Figure 1. Met1 routing.
Bar = 20 um. Cells faint in the background.
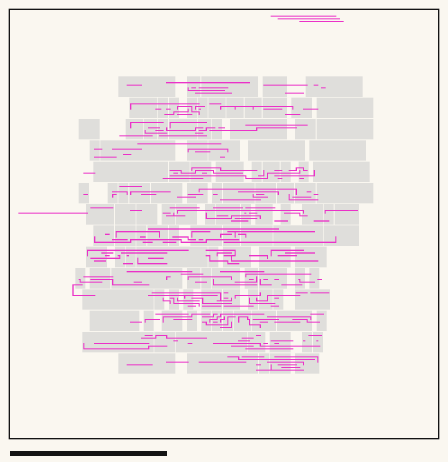
Figure 2. Metal 2.
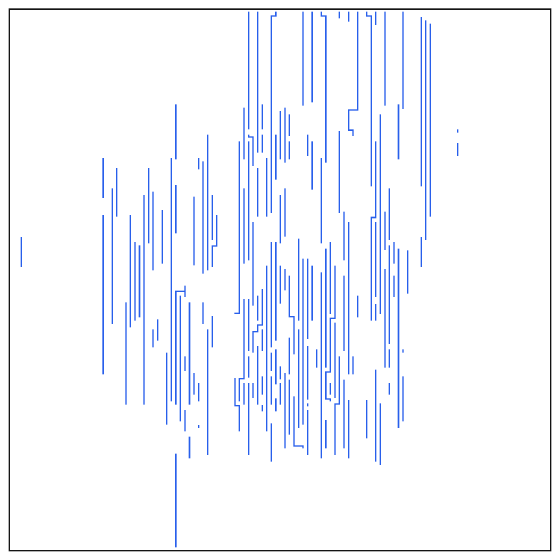
Figure 3. Metal 3.
Bar = 20 um.
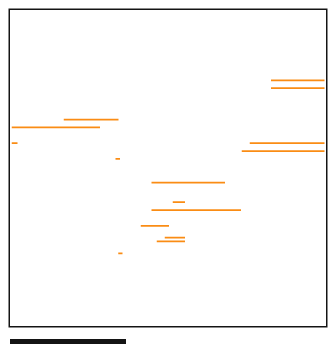
==> config.mk <==
export PLATFORM = sky130hd
export DESIGN_NAME = pipeline_hazard_ctrl
export DESIGN_NICKNAME = d
export VERILOG_FILES = /design/src/rtl/pipe_ctrl_pkg.sv /design/src/rtl/stall_watchdog.sv /design/src/rtl/pipeline_hazard_ctrl.sv
export SDC_FILE = /design/constraint.sdc
export NUM_CORES = 1
export LEC_CHECK = 0
export ABC_AREA = 1
export CORE_MARGIN = 8
export CORE_UTILIZATION = 38
export CTS_CLUSTER_DIAMETER = 60
export CTS_CLUSTER_SIZE = 8
export DETAILED_ROUTE_END_ITERATION = 12
export PLACE_DENSITY = 0.73
export SLEW_MARGIN = 10
export SYNTH_ARGS = -nofsm -noshare
export SYNTH_HDL_FRONTEND = slang
export SYNTH_HIERARCHICAL = 1
export SYNTH_SLANG_ARGS = --single-unit
==> constraint.sdc <==
create_clock -name clk -period 1.25 [get_ports clk]
set_input_delay 0.25 -clock clk [delete_from_list [all_inputs] [get_ports clk]]
set_output_delay 0.25 -clock clk [all_outputs]
set_load 0.05 [all_outputs]
==> src/rtl/pipe_ctrl_pkg.sv <==
// Shared definitions for the pipeline stall/flush sequencer: FSM state encoding,
// default watchdog depth and the bundle of per-stage control outputs.
package pipe_ctrl_pkg;

  typedef enum logic [1:0] {
    CTRL_RUN   = 2'd0,
    CTRL_DWAIT = 2'd1,
    CTRL_IWAIT = 2'd2
  } ctrl_state_e;

  localparam int MAX_STALL_DEF = 16;

  typedef struct packed {
    logic pc_we;
    logic pc_redirect;
    logic ifid_we;
    logic ifid_flush;
    logic idex_we;
    logic idex_flush;
    logic exmem_we;
    logic memwb_we;
  } ctrl_out_t;

endpackage

==> src/rtl/stall_watchdog.sv <==
// Saturating count of consecutive stalled cycles with a sticky timeout flag
// that only the asynchronous reset clears.
module stall_watchdog #(
  parameter int MAX_STALL = 16,
  parameter int CNT_W     = 5
) (
  input  logic clk,
  input  logic rst,
  input  logic i_inc,
  input  logic i_clr,
  output logic o_timeout
);

  localparam logic [CNT_W-1:0] LP_MAX = CNT_W'(MAX_STALL);
  localparam logic [CNT_W-1:0] LP_ONE = CNT_W'(1);

  logic [CNT_W-1:0] r_cnt;
  logic [CNT_W-1:0] w_cnt_nxt;
  logic             r_timeout;

  // next counter value: clear wins, increment holds at the saturation point
  always_comb begin
    w_cnt_nxt = r_cnt;
    if (i_clr) begin
      w_cnt_nxt = '0;
    end else if (i_inc && (r_cnt != LP_MAX)) begin
      w_cnt_nxt = r_cnt + LP_ONE;
    end else begin
      w_cnt_nxt = r_cnt;
    end
  end

  // counter and sticky flag; the flag rises on the edge the count reaches the limit
  always_ff @(posedge clk or posedge rst) begin
    if (rst) begin
      r_cnt     <= '0;
      r_timeout <= 1'b0;
    end else begin
      r_cnt     <= w_cnt_nxt;
      r_timeout <= r_timeout | (w_cnt_nxt == LP_MAX);
    end
  end

  assign o_timeout = r_timeout;

endmodule

==> src/rtl/pipeline_hazard_ctrl.sv <==
// Stall/flush sequencer for the 5-stage pipeline: merges hazards, redirects and
// memory waits into per-stage controls. Optional perf counters: HAZARD_PERF_EN.
module pipeline_hazard_ctrl
  import pipe_ctrl_pkg::*;
#(
  parameter int MAX_STALL = MAX_STALL_DEF,
  parameter int CNT_W     = 5,
  parameter int PERF_W    = 32
) (
  input  logic       clk,
  input  logic       rst,
  input  logic       stall_branch,
  input  logic       stall_load_use,
  input  logic       branch_taken,
  input  logic       jump,
  input  logic       exmem_mem_en,
  input  logic       dmem_ready,
  input  logic       imem_ready,
  output logic       pc_we,
  output logic       pc_redirect,
  output logic       ifid_we,
  output logic       ifid_flush,
  output logic       idex_we,
  output logic       idex_flush,
  output logic       exmem_we,
  output logic       memwb_we,
  output logic [1:0] ctrl_state,
  output logic       stall_timeout
`ifdef HAZARD_PERF_EN
  ,
  output logic [PERF_W-1:0] perf_stall_cyc,
  output logic [PERF_W-1:0] perf_flush_cnt,
  output logic [PERF_W-1:0] perf_dwait_cyc
`endif
);

  if ((MAX_STALL < 2) || (MAX_STALL >= (1 << CNT_W)) || (PERF_W < 1)) begin : g_bad_params
    $error("pipeline_hazard_ctrl: illegal MAX_STALL/CNT_W/PERF_W combination");
  end

  ctrl_state_e r_state;
  ctrl_state_e w_state_nxt;
  ctrl_out_t   w_ctl;
  logic        w_hz;
  logic        w_redir;
  logic        w_dmiss;
  logic        w_imiss;
  logic        w_freeze;

  assign w_hz    = stall_branch | stall_load_use;
  assign w_redir = (branch_taken | jump) & ~w_hz;
  assign w_dmiss = exmem_mem_en & ~dmem_ready;
  assign w_imiss = ~imem_ready;
  // DWAIT keeps the whole pipe frozen until the data access completes
  assign w_freeze = w_dmiss | ((r_state == CTRL_DWAIT) & ~dmem_ready);

  // state register
  always_ff @(posedge clk or posedge rst) begin
    if (rst) begin
      r_state <= CTRL_RUN;
    end else begin
      r_state <= w_state_nxt;
    end
  end

  // next-state decode; a hazard stall postpones entering IWAIT but does not leave it
  always_comb begin
    w_state_nxt = CTRL_RUN;
    case (r_state)
      CTRL_RUN, CTRL_DWAIT: begin
        if (w_freeze) begin
          w_state_nxt = CTRL_DWAIT;
        end else if (!w_hz && w_imiss) begin
          w_state_nxt = CTRL_IWAIT;
        end else begin
          w_state_nxt = CTRL_RUN;
        end
      end
      CTRL_IWAIT: begin
        if (w_freeze) begin
          w_state_nxt = CTRL_DWAIT;
        end else if (w_imiss) begin
          w_state_nxt = CTRL_IWAIT;
        end else begin
          w_state_nxt = CTRL_RUN;
        end
      end
      default: w_state_nxt = CTRL_RUN;
    endcase
  end

  // output decode in priority order: freeze, hazard, fetch miss, redirect, normal
  always_comb begin
    w_ctl = '0;
    if (rst || w_freeze) begin
      w_ctl = '0;
    end else if (w_hz) begin
      w_ctl.idex_we    = 1'b1;
      w_ctl.idex_flush = 1'b1;
      w_ctl.exmem_we   = 1'b1;
      w_ctl.memwb_we   = 1'b1;
    end else if (w_imiss) begin
      w_ctl.pc_we       = w_redir;
      w_ctl.pc_redirect = w_redir;
      w_ctl.ifid_we     = 1'b1;
      w_ctl.ifid_flush  = 1'b1;
      w_ctl.idex_we     = 1'b1;
      w_ctl.exmem_we    = 1'b1;
      w_ctl.memwb_we    = 1'b1;
    end else begin
      w_ctl.pc_we       = 1'b1;
      w_ctl.pc_redirect = w_redir;
      w_ctl.ifid_we     = 1'b1;
      w_ctl.ifid_flush  = w_redir;
      w_ctl.idex_we     = 1'b1;
      w_ctl.exmem_we    = 1'b1;
      w_ctl.memwb_we    = 1'b1;
    end
  end

  assign pc_we       = w_ctl.pc_we;
  assign pc_redirect = w_ctl.pc_redirect;
  assign ifid_we     = w_ctl.ifid_we;
  assign ifid_flush  = w_ctl.ifid_flush;
  assign idex_we     = w_ctl.idex_we;
  assign idex_flush  = w_ctl.idex_flush;
  assign exmem_we    = w_ctl.exmem_we;
  assign memwb_we    = w_ctl.memwb_we;
  assign ctrl_state  = r_state;

  // a RUN cycle that is merely entering DWAIT neither counts nor clears
  stall_watchdog #(
    .MAX_STALL (MAX_STALL),
    .CNT_W     (CNT_W)
  ) u_watchdog (
    .clk       (clk),
    .rst       (rst),
    .i_inc     ((r_state != CTRL_RUN) | w_hz),
    .i_clr     ((r_state == CTRL_RUN) & ~w_hz & ~w_dmiss),
    .o_timeout (stall_timeout)
  );

`ifdef HAZARD_PERF_EN
  localparam logic [PERF_W-1:0] LP_PERF_ONE = PERF_W'(1);

  logic w_all_we_off;
  assign w_all_we_off = ~(w_ctl.pc_we | w_ctl.ifid_we | w_ctl.idex_we |
                          w_ctl.exmem_we | w_ctl.memwb_we);

  // free-running event counters, wrapping at 2^PERF_W
  always_ff @(posedge clk or posedge rst) begin
    if (rst) begin
      perf_stall_cyc <= '0;
      perf_flush_cnt <= '0;
      perf_dwait_cyc <= '0;
    end else begin
      perf_stall_cyc <= perf_stall_cyc + ((w_hz & ~w_dmiss) ? LP_PERF_ONE : '0);
      perf_flush_cnt <= perf_flush_cnt + (w_ctl.pc_redirect ? LP_PERF_ONE : '0);
      perf_dwait_cyc <= perf_dwait_cyc + (w_all_we_off ? LP_PERF_ONE : '0);
    end
  end
`endif

endmodule

==> ci_impl_report.md <==
### Yosys + OpenROAD results

| Metric | Value |
|---|---|
| Count of tool warnings | `30` |
| First-pass iteration count of the detailed router | `4` |
| Die width | `54.7 um` |
| RSZ-0062 raised after global routing | `true` |
| Floorplan core density | `39.1%` |
| Synth-to-Final Area Change | `103%` |
| Worst Tran Pin Value | `0.219 ns` |
| Slew HR | `between 80% and 90%` |
| Total power | `1.64 mW` |
| Yosys Instances | `84` |
| First DRT Iteration DRCs | `11` |
| Seq share, synth | `35.2%` |
| Post-DP HPWL | `roughly 1300 um` |
| Max-Cap Viols | `0` |
| Die Y | `54.7 um` |
| Setup TNS | `-4.18 ns` |
| Cts bufs inserted | `3` |
| Hold WS | `0.271 ns` |
| Synthesized area per cell | `about 6.8 um^2` |
| Yosys chip area | `approximately 570 um^2` |
| Arr. time, crit path | `1.35 ns` |
| Pins Over Slew Limit | `0` |
| Yosys simple share | `34.1%` |
| Post-layout util | `roughly four fifths` |
| GRT overflow | `0` |
| Cells along the critical path | `buf_6, nand3_4, nand3_4, clkinvlp_4, buf_12` |
| Core area | `between 1000 and 1500 um^2` |
| Warnings from Yosys | `6` |
| Crit. End Element | `primary output` |
| Post-layout period usage | `128%` |
| Row Count | `14` |
| H-tree depth | `1` |
| Tmin final | `1.60 ns` |
| Yosys xor share | `0%` |
| WP data required | `1.00 ns` |
| Worst VDD drop | `1.06 mV` |
| Diodes inserted | `0` |
| Status | `finished, violations left` |
| Pin count of the biggest net entering global routing | `7` |
| Yosys adder share | `4.41%` |
| Worst setup margin | `-0.354 ns` |
| Non-Filler Instances | `143` |
| Vias per cell | `around 4.7` |
| Most numerous logic cells after layout | `buf_4, nand2_1, inv_1` |
| Clock Pin Slew Worst Setup and Hold Paths | `0.06 ns` |
| RR Startpoint | `ctrl_state[1]` |
| Largest family of logic cells by area | `simple AND/OR/NAND/NOR gates` |
| Clock sinks | `8` |
| Port bufs | `19` |
| Fmax | `between 600 and 700 MHz` |
| Largest stage delay on the critical path | `0.42 ns` |
| Avg WL per Cell | `14.0 um` |
| Worst-case clock buffer depth | `2` |
| Area after DPL | `between 1000 and 1500 um^2` |
| Buf/Inv on CP | `3` |
| Top delay family on crit path | `buffers and inverters` |
| Violated checks | `setup timing` |
| Post-synthesis cell area | `roughly 570 um^2` |
| Dpl cells | `roughly 130` |
| Multiplexer share | `0%` |
| Vias in the first global route | `about 650` |
| GR Util All Layers | `12.3%` |
| Final setup skew | `~0.0027 ns` |
| Finish-stage setup viols | `16` |
| DRC Markers | `0` |
About Figure 1:
longest straight run = 16.6 um
main direction = horizontal
wire length on this layer = 821 um
Vias: 674
met1 Resource Use GR: 14.8%

About Figure 2:
longest straight run = 24.5 um
nets with wire on the layer = 116
main direction = vertical
wire length on this layer = 1050 um
Total Routed Length: 2000 um
GR Layer Usage met2: 20.6%

About Figure 3:
longest straight run = 15.2 um
main direction = horizontal
wire length on this layer = 112 um
nets with wire on the layer = 13
grt met3 use: 2.72%

-- area by class of cell --
class,count,area [um^2]
clock buffer,4,26.3
inverter,20,78.8
multi-input combinational,54,352
tap,16,20.0
sequential,8,203
timing repair buffer,41,475
fill,96,299
-- cells in the mapped netlist --
cell type	n	area share, %
nand3_2	1	1.8
o21ai_0	4	3.5
ha_1	2	4.4
dfrtp_1	8	35
nand3_4	1	3.1
a21boi_1	1	1.3
a21oi_1	4	3.5
nor2_1	14	9.3
nor2_4	1	2.0
nand3_1	5	4.4
o21bai_2	1	2.0
inv_2	1	0.66
buf_4	2	2.6
nand4_1	1	1.1
nand2_1	19	13
inv_1	19	13
-- flip-flops by register name, summed over array words and instances, names as in the netlist --
register,flops
u_watchdog/r_cnt,5
u_watchdog/o_timeout,1
ctrl_state,2
-- path summary, 6_finish.rpt --
| check | slack (ns) | end | cells past startpoint |
|---|---|---|---|
| max in group asynchronous | 0.79 | u_watchdog/r_cnt[1] | 2 |
| hold / removal | 0.27 | u_watchdog/r_cnt[4] | 2 |
| setup reg to reg | -0.34 | u_watchdog/o_timeout | 12 |
| min in group clk | 0.48 | ctrl_state[0] | 4 |
| setup / recovery | -0.35 | exmem_we | 5 |
| hold reg to reg | 0.55 | u_watchdog/o_timeout | 2 |
-- power breakdown --
| part | leakage [nW] | total, mW | switching [mW] | internal, mW |
|---|---|---|---|---|
| registers | 0.0929 | 0.435 | 0.0888 | 0.347 |
| logic | 0.494 | 0.991 | 0.530 | 0.461 |
| clock network | 0.0150 | 0.214 | 0.0915 | 0.122 |
-- layer usage --
| metal | global-route usage, % | vias up | routed length, um |
|---|---|---|---|
| met5 | 0 | - | 0 |
| met1 | 14.8 | 311 | 820 |
| met4 | 4.92 | 0 | 16 |
| met3 | 2.72 | 2 | 111 |
| li1 | - | 339 | - |
| met2 | 20.6 | 22 | 1050 |
-- cell families after synthesis --
logic type / count (synthesis)
fa+ha+maj: 2
simple gates: 42
buf+inv: 22
flops: 8
compound gates: 10
-- timing repair --
item	4_1_cts	5_1_grt
pin swaps	6	8
setup buffers	4	3
endpoints found under the setup margin	11	16
resized	9	14
No activity file was given, so power comes from the tool's default toggle rates.
